<file path="config.mk">
export PLATFORM = sky130hd
export DESIGN_NAME = colorshield_scanner_flat
export DESIGN_NICKNAME = d
export VERILOG_FILES = /design/src/rtl/colorshield_if.sv /design/src/rtl/colorshield_scanner.sv /design/src/flat_wrapper.sv
export SDC_FILE = /design/constraint.sdc
export NUM_CORES = 1
export LEC_CHECK = 0
export ABC_AREA = 1
export CAP_MARGIN = 5
export CORE_AREA = 3 3 140 142
export DETAILED_ROUTE_END_ITERATION = 7
export DIE_AREA = 0 0 143 145
export PLACE_DENSITY = 0.87
export SLEW_MARGIN = 20
export SYNTH_ARGS = -nofsm -noshare
export SYNTH_HDL_FRONTEND = slang
export SYNTH_SLANG_ARGS = --single-unit
</file>
<file path="constraint.sdc">
create_clock -name clk -period 4.1 [get_ports clk]
set_clock_uncertainty 0.1 [all_clocks]
set_input_delay 0.82 -clock clk [delete_from_list [all_inputs] [get_ports clk]]
set_output_delay 0.82 -clock clk [all_outputs]
set_load 0.005 [all_outputs]
</file>
<file path="src/rtl/colorshield_if.sv">
// Bundles the signals between the scanner, the pixel grid's column read port
// and the ColorShield DM163 pins.
//   col_bits     : 192-bit column from the grid, combinational in read_col_idx
//   read_col_idx : column currently addressed in the grid
//   sda/sck/lat  : DM163 serial data, serial clock (rising-edge sampled), latch
//   col_en       : one-hot column drive, active high
//   frame_done   : one-cycle pulse after column 7's hold completes
// master = scanner side, slave = grid/shield side.
interface colorshield_if;
  logic [191:0] col_bits;
  logic [2:0]   read_col_idx;
  logic         sda;
  logic         sck;
  logic         lat;
  logic [7:0]   col_en;
  logic         frame_done;

  modport master (
    input  col_bits,
    output read_col_idx, sda, sck, lat, col_en, frame_done
  );

  modport slave (
    output col_bits,
    input  read_col_idx, sda, sck, lat, col_en, frame_done
  );
endinterface

</file>
<file path="src/rtl/colorshield_scanner.sv">
// Continuously scans the 8x8 RGB grid onto the ColorShield. For each column:
// LOAD captures the column, SHIFT serializes it MSB-first to the DM163,
// LATCH strobes it into the driver outputs, DISPLAY drives the column enable
// for HOLD_CYCLES, then the next column is addressed.
// Ports:
//   clk    : system clock, rising edge
//   rst    : synchronous active-high reset
//   enable : 1 = scan continuously; 0 = stop at the next column boundary
//   cs     : colorshield_if.master (grid read port + DM163 pins)
// Every output to the pins comes straight from a register.
module colorshield_scanner #(
  parameter int CLK_DIV     = 4,     // clk cycles per SCK half-period, >= 1
  parameter int HOLD_CYCLES = 1000   // clk cycles a latched column is driven, >= 1
) (
  input  logic clk,
  input  logic rst,
  input  logic enable,
  colorshield_if.master cs
);

  localparam int N_BITS = 192;
  localparam int DIV_W  = (CLK_DIV > 1) ? $clog2(CLK_DIV) : 1;
  localparam int HOLD_W = (HOLD_CYCLES > 1) ? $clog2(HOLD_CYCLES) : 1;

  localparam logic [DIV_W-1:0]  DIV_LAST  = DIV_W'(CLK_DIV - 1);
  localparam logic [HOLD_W-1:0] HOLD_LAST = HOLD_W'(HOLD_CYCLES - 1);
  localparam logic [7:0]        BIT_LAST  = 8'(N_BITS - 1);

  typedef enum logic [2:0] {
    IDLE,
    LOAD,
    SHIFT,
    LATCH,
    DISPLAY
  } state_e;

  state_e              state_q, state_d;
  logic [N_BITS-1:0]   shift_q, shift_d;
  logic [DIV_W-1:0]    div_q,   div_d;
  logic [7:0]          bit_q,   bit_d;
  logic [HOLD_W-1:0]   hold_q,  hold_d;
  logic [2:0]          col_q,   col_d;
  logic                sda_q,   sda_d;
  logic                sck_q,   sck_d;
  logic                lat_q,   lat_d;
  logic [7:0]          col_en_q, col_en_d;
  logic                frame_done_q, frame_done_d;

  always_comb begin
    // NOTE: every signal gets a default before the case so no path leaves a
    // value unassigned; otherwise synthesis infers a latch.
    state_d      = state_q;
    shift_d      = shift_q;
    div_d        = div_q;
    bit_d        = bit_q;
    hold_d       = hold_q;
    col_d        = col_q;
    sck_d        = 1'b0;
    frame_done_d = 1'b0;

    case (state_q)
      IDLE: begin
        if (enable) state_d = LOAD;
      end

      LOAD: begin
        // Snapshot the column; later grid writes cannot disturb it.
        shift_d = cs.col_bits;
        div_d   = '0;
        bit_d   = '0;
        state_d = SHIFT;
      end

      SHIFT: begin
        sck_d = sck_q;
        if (div_q == DIV_LAST) begin
          div_d = '0;
          sck_d = ~sck_q;
          // Advance data on the falling edge so sda is settled a full
          // half-period either side of the next rising edge.
          if (sck_q) begin
            shift_d = {shift_q[N_BITS-2:0], 1'b0};
            bit_d   = bit_q + 8'd1;
            if (bit_q == BIT_LAST) begin
              bit_d   = '0;
              state_d = LATCH;
            end
          end
        end else begin
          div_d = div_q + DIV_W'(1);
        end
      end

      LATCH: begin
        if (div_q == DIV_LAST) begin
          div_d   = '0;
          hold_d  = '0;
          state_d = DISPLAY;
        end else begin
          div_d = div_q + DIV_W'(1);
        end
      end

      DISPLAY: begin
        if (hold_q == HOLD_LAST) begin
          hold_d       = '0;
          col_d        = col_q + 3'd1;
          frame_done_d = (col_q == 3'd7);
          state_d      = enable ? LOAD : IDLE;
        end else begin
          hold_d = hold_q + HOLD_W'(1);
        end
      end

      default: state_d = IDLE;
    endcase

    // Pin values are decoded from the next state so the registered pins line
    // up exactly with the registered state.
    sda_d    = (state_d == SHIFT) ? shift_d[N_BITS-1] : 1'b0;
    lat_d    = (state_d == LATCH);
    col_en_d = (state_d == DISPLAY) ? (8'b1 << col_d) : 8'b0;
  end

  // NOTE: sequential state uses non-blocking assignments so every register
  // samples the pre-edge values, independent of statement order.
  always_ff @(posedge clk) begin
    if (rst) begin
      state_q      <= IDLE;
      // NOTE: the 192-bit shift register is cleared as well so a reset
      // leaves no stale pixel data behind; it is flops, not a RAM.
      shift_q      <= '0;
      div_q        <= '0;
      bit_q        <= '0;
      hold_q       <= '0;
      col_q        <= '0;
      sda_q        <= 1'b0;
      sck_q        <= 1'b0;
      lat_q        <= 1'b0;
      col_en_q     <= '0;
      frame_done_q <= 1'b0;
    end else begin
      state_q      <= state_d;
      shift_q      <= shift_d;
      div_q        <= div_d;
      bit_q        <= bit_d;
      hold_q       <= hold_d;
      col_q        <= col_d;
      sda_q        <= sda_d;
      sck_q        <= sck_d;
      lat_q        <= lat_d;
      col_en_q     <= col_en_d;
      frame_done_q <= frame_done_d;
    end
  end

  assign cs.read_col_idx = col_q;
  assign cs.sda          = sda_q;
  assign cs.sck          = sck_q;
  assign cs.lat          = lat_q;
  assign cs.col_en       = col_en_q;
  assign cs.frame_done   = frame_done_q;

endmodule

</file>
<file path="src/flat_wrapper.sv">
// flat-port wrapper written by rule: the top's interface ports become plain ports
module colorshield_scanner_flat 
#(
  parameter int CLK_DIV     = 4,                                            
  parameter int HOLD_CYCLES = 1000                                                 
)
  (clk, rst, enable, cs_col_bits, cs_read_col_idx, cs_sda, cs_sck, cs_lat, cs_col_en, cs_frame_done);
  colorshield_if cs_i ();
  input  logic clk;
  input  logic rst;
  input  logic enable;
  input wire logic [$bits(cs_i.col_bits)-1:0] cs_col_bits;
  output wire logic [$bits(cs_i.read_col_idx)-1:0] cs_read_col_idx;
  output wire logic [$bits(cs_i.sda)-1:0] cs_sda;
  output wire logic [$bits(cs_i.sck)-1:0] cs_sck;
  output wire logic [$bits(cs_i.lat)-1:0] cs_lat;
  output wire logic [$bits(cs_i.col_en)-1:0] cs_col_en;
  output wire logic [$bits(cs_i.frame_done)-1:0] cs_frame_done;
  assign cs_i.col_bits = cs_col_bits;
  assign cs_read_col_idx = cs_i.read_col_idx;
  assign cs_sda = cs_i.sda;
  assign cs_sck = cs_i.sck;
  assign cs_lat = cs_i.lat;
  assign cs_col_en = cs_i.col_en;
  assign cs_frame_done = cs_i.frame_done;
  colorshield_scanner #(.CLK_DIV(CLK_DIV), .HOLD_CYCLES(HOLD_CYCLES)) u_core (.clk(clk), .rst(rst), .enable(enable), .cs(cs_i));
endmodule
</file>
Run 1, met1 routing:
The bar under the picture is 50 um long.
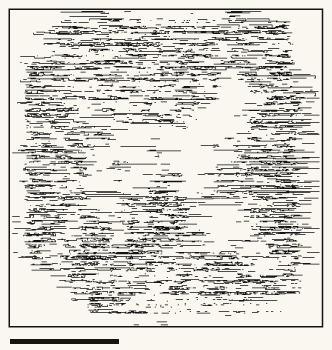
- nets with wire on the layer: 1,337
- longest straight run: 28.5 um
- share of all routed wire: 42%
- main direction: horizontal

Run 1, the metal 2 layer:
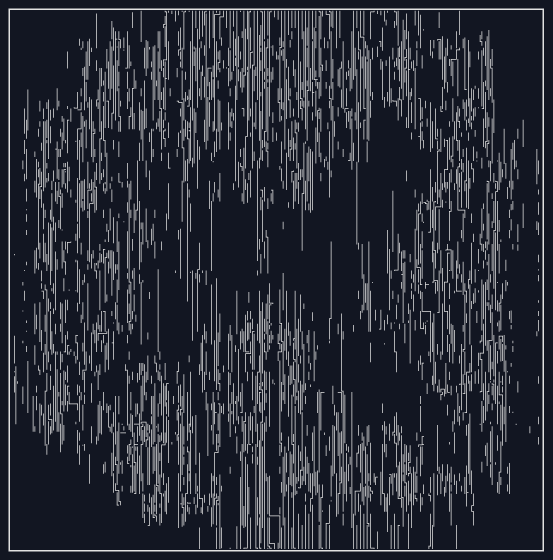
- share of all routed wire: 48%
- wire length on this layer: 11,100 um

==> flow_metrics.env, run 1 <==
# implementation run metrics
export IMPL_via_per_inst=5.61
export IMPL_whs_path_depth=2
export IMPL_cp_num_buf_inv=1
export IMPL_outcome="finished, final reports clean"
export IMPL_async_flop_share=0
export IMPL_power_density_nw_per_um2=430
export IMPL_ff2ff_setup_slack_ns=1.76
export IMPL_p_comb_frac=0.120
export IMPL_regMostFlops="u_core.shift_q"
export IMPL_min_to="u_core.shift_q[0]"
export IMPL_path_class="flip-flop to output pin"
export IMPL_drive_gt1_frac=0.0452
export IMPL_core_um2=18600
export IMPL_die_area_um2=20700
export IMPL_r2r_end="u_core.shift_q[55]"
export IMPL_ctsResizeCount=0
export IMPL_ys_seq_frac=0.500
export IMPL_rsz0062_at_grt="false"
export IMPL_antenna_cells=0
export IMPL_fin_cells=1516
export IMPL_warnings=36
export IMPL_relSlewSlack=0.369
export IMPL_fill_cells=1487
export IMPL_crit_family="buffers and inverters"
export IMPL_ys_seq_elements=230
export IMPL_regArea_um2=4600
export IMPL_top_regs="u_core.shift_q: 192 flops, u_core.hold_q: 10 flops"
export IMPL_overflow=0
export IMPL_grt_max_degree=196
export IMPL_setup_viol=0
export IMPL_first_pass_iters=5
Run 1, metal 3:
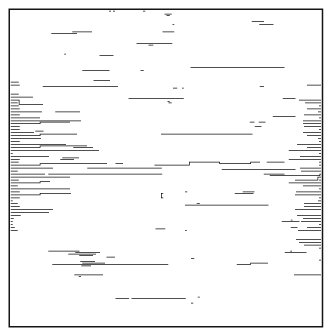
- longest straight run: 52.9 um
- share of all routed wire: 7.3%

## run 1: cell type report
| type | instances | area share |
|---|---|---|
| clock buffer | 35 | 0.0594 |
| clock inverter | 9 | 0.00583 |
| inverter | 27 | 0.00885 |
| multi-input combinational | 767 | 0.336 |
| sequential | 230 | 0.383 |
| tap | 234 | 0.0244 |
| timing repair buffer | 214 | 0.182 |
## run 1: cells by family (layout without fill, tap and decap cells)
group | Yosys count | after routing | synth area share
AOI/OAI and AO/OA | 411 | 411 | 0.276
and+or+nand+nor | 349 | 349 | 0.151
DFF | 230 | 230 | 0.500
buffers and inverters | 114 | 285 | 0.0647
adders and majority gates | 5 | 5 | 0.00679
xor gates and xnor gates | 2 | 2 | 0.00190
## run 1: worst reg2reg max path, delay by kind of cell, from the launching register on
| kind | cells | cell delay [ns] |
|---|---|---|
| flip-flops | 1 | 0.33 |
| adder cells (fa/ha/maj) | 1 | 0.26 |
| AND/OR/NAND/NOR | 4 | 0.92 |
| buffers and inverters | 1 | 0.47 |
| AND-OR/OR-AND | 1 | 0.17 |
## run 1: worst max-delay path by stage
stage	cells past startpoint	startpoint	slack (ns)	end
after floorplan	4	rst	2.16	u_core.shift_q[100]
final	1	u_core.cs.read_col_idx[0]	1.74	cs_read_col_idx[0]
after global routing	7	u_core.div_q[0]	1.61	u_core.shift_q[54]
after CTS	8	u_core.div_q[0]	1.59	u_core.bit_q[7]
after detailed placement	8	u_core.div_q[0]	1.63	u_core.bit_q[7]
after global placement	8	u_core.div_q[0]	1.72	u_core.bit_q[5]
## run 1: layer usage
metal | GRT usage | wire length (um) | up-vias
met3 | 0.0521 | 1690 | 41
li1 | - | - | 4224
met4 | 0.0547 | 549 | 0
met2 | 0.335 | 11100 | 224
met1 | 0.280 | 9860 | 4012
met5 | 0 | 0 | -
Run 1, track usage over the die:
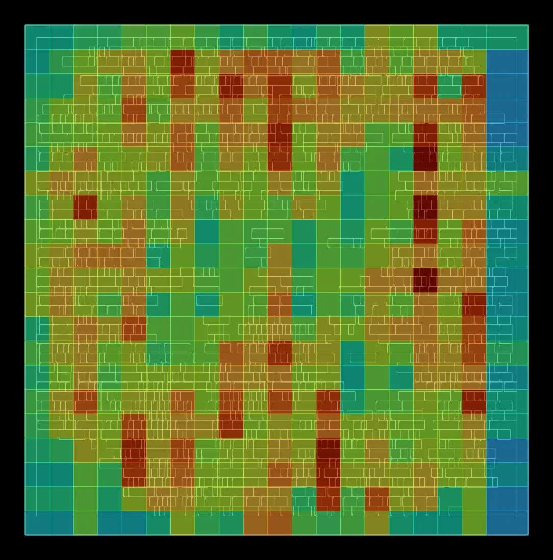

==> run 1 -> run 2 <==
==> constraint.sdc (replaced) <==
create_clock -name clk -period 2.3 [get_ports clk]
set_clock_uncertainty 0.1 [all_clocks]
set_input_delay 0.46 -clock clk [delete_from_list [all_inputs] [get_ports clk]]
set_output_delay 0.46 -clock clk [all_outputs]
set_load 0.005 [all_outputs]
Run 2, track usage over the die:
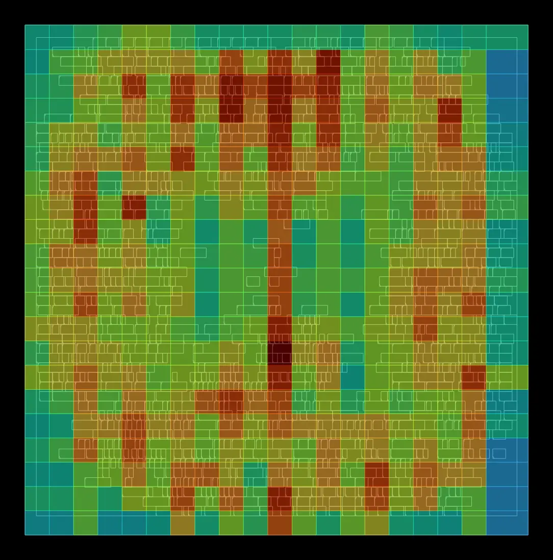
met3 global-route usage: 0.0488
GR met2 Demand/Resource: 0.346
Wirelength per Cell: 15.5 um

Run 2, the metal 2 layer:
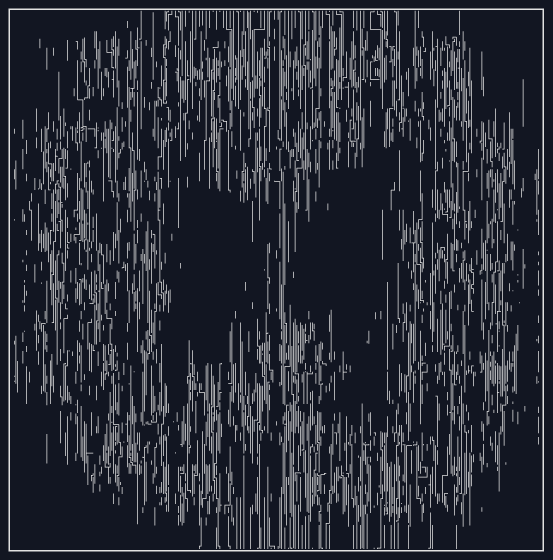
- main direction: vertical
- share of all routed wire: 47%
- wire length on this layer: 11,200 um
- longest straight run: 62.2 um

Run 2, metal 3:
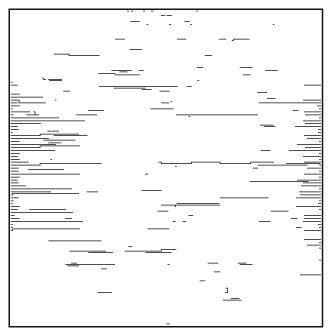
- share of all routed wire: 6.9%
- nets with wire on the layer: 159
- main direction: horizontal
- wire length on this layer: 1,640 um

==> flow_metrics.env, run 2 <==
# implementation run metrics
export IMPL_top_cells_by_count="nand2_1, dfxtp_1, a21oi_1"
export IMPL_grt_max_degree=124
export IMPL_ff2ff_setup_slack_ns=0.29
export IMPL_ys_seq_frac=0.500
export IMPL_cp_required_ns=2.63
export IMPL_relSlewSlack=0.643
export IMPL_ys_seq_elements=230
export IMPL_cts_hold_buffers_added=0
export IMPL_endpoint="u_core.shift_q[148]"
export IMPL_die_area_um2=20700
export IMPL_regMostFlops="u_core.shift_q"
export IMPL_fp_util=0.496
export IMPL_overflow=0
export IMPL_postSynthCellCount=1111
export IMPL_setup_viol=0
export IMPL_p_comb_frac=0.121
export IMPL_cts_buffers=24
export IMPL_power_density_nw_per_um2=785
export IMPL_outcome="finished, final reports clean"
export IMPL_fin_ws_ns=0.285
export IMPL_insertion_delay_ns=0.51
export IMPL_cp_num_buf_inv=1
export IMPL_antenna_cells=0
export IMPL_r2r_end="u_core.shift_q[148]"
export IMPL_rsz0062_at_grt="false"
export IMPL_fin_cells=1526
export IMPL_crit_family="simple AND/OR/NAND/NOR gates"
export IMPL_via_per_inst=5.61
export IMPL_worst_pin_slew_ns=0.536
export IMPL_warnings=30
export IMPL_dp_cells=1485
export IMPL_path_class="flip-flop to flip-flop"
export IMPL_drive_gt1_frac=0.0534
export IMPL_ctsResizeCount=0
export IMPL_first_pass_iters=5
export IMPL_top_regs="u_core.shift_q: 192 flops, u_core.hold_q: 10 flops"
run 2: cell count changes in the layout (fill, tap and decap cells not counted):
cell       previous run  this run
buf_4                 1        10
buf_12                3         8
clkinv_2              8         3
bufinv_16             1         4
buf_16                1         0
clkbuf_1              5         4
clkbuf_8              5         4
inv_6                 1         2
run 2: worst min-delay path by stage:
stage | start | end | slack, ns | cells past startpoint
6_report | rst | u_core.div_q[1] | 0.19 | 2
5_1_grt | rst | u_core.bit_q[4] | 0.21 | 2
4_1_cts | rst | u_core.div_q[1] | 0.18 | 2
3_5_place_dp | u_core.shift_q[73] | u_core.shift_q[73] | 0.35 | 2
3_3_place_gp | u_core.shift_q[44] | u_core.shift_q[44] | 0.35 | 2
2_1_floorplan | u_core.shift_q[0] | u_core.shift_q[0] | 0.34 | 2
run 2: kinds of logic after synthesis:
family | synth area share
buffers and inverters | 0.0647
AOI/OAI and AO/OA | 0.276
DFF | 0.500
xor gates and xnor gates | 0.00190
and+or+nand+nor | 0.151
adders and majority gates | 0.00679
run 2: routing by layer:
metal  global-route usage  up-vias  wire, um
met5                    0        -        20
li1                     -     4240         -
met2                0.346      266     11200
met4               0.0775        2       764
met3               0.0488       56      1640
met1                0.276     3995     10100
run 2: power groups by stage:
stage	registers (mW)	clock network, mW	logic [mW]
2_1_floorplan	4.36	0	0.701
3_3_place_gp	4.39	0	1.13
3_5_place_dp	4.39	0	1.15
4_1_cts	4.31	4.19	1.16
5_1_grt	4.33	4.33	1.27
6_report	4.31	4.11	1.16
run 2: layout make-up:
| type | instances | area [um2] |
|---|---|---|
| fillers | 1466 | 6370 |
| flip-flops and latches | 230 | 4600 |
| multi-input cells | 767 | 4040 |
| repair buffers | 227 | 2330 |
| clock buffers | 33 | 696 |
| well taps | 234 | 293 |
| clock inverters | 8 | 144 |
| inverters | 27 | 106 |
Power is estimated from default activity; no workload was simulated.
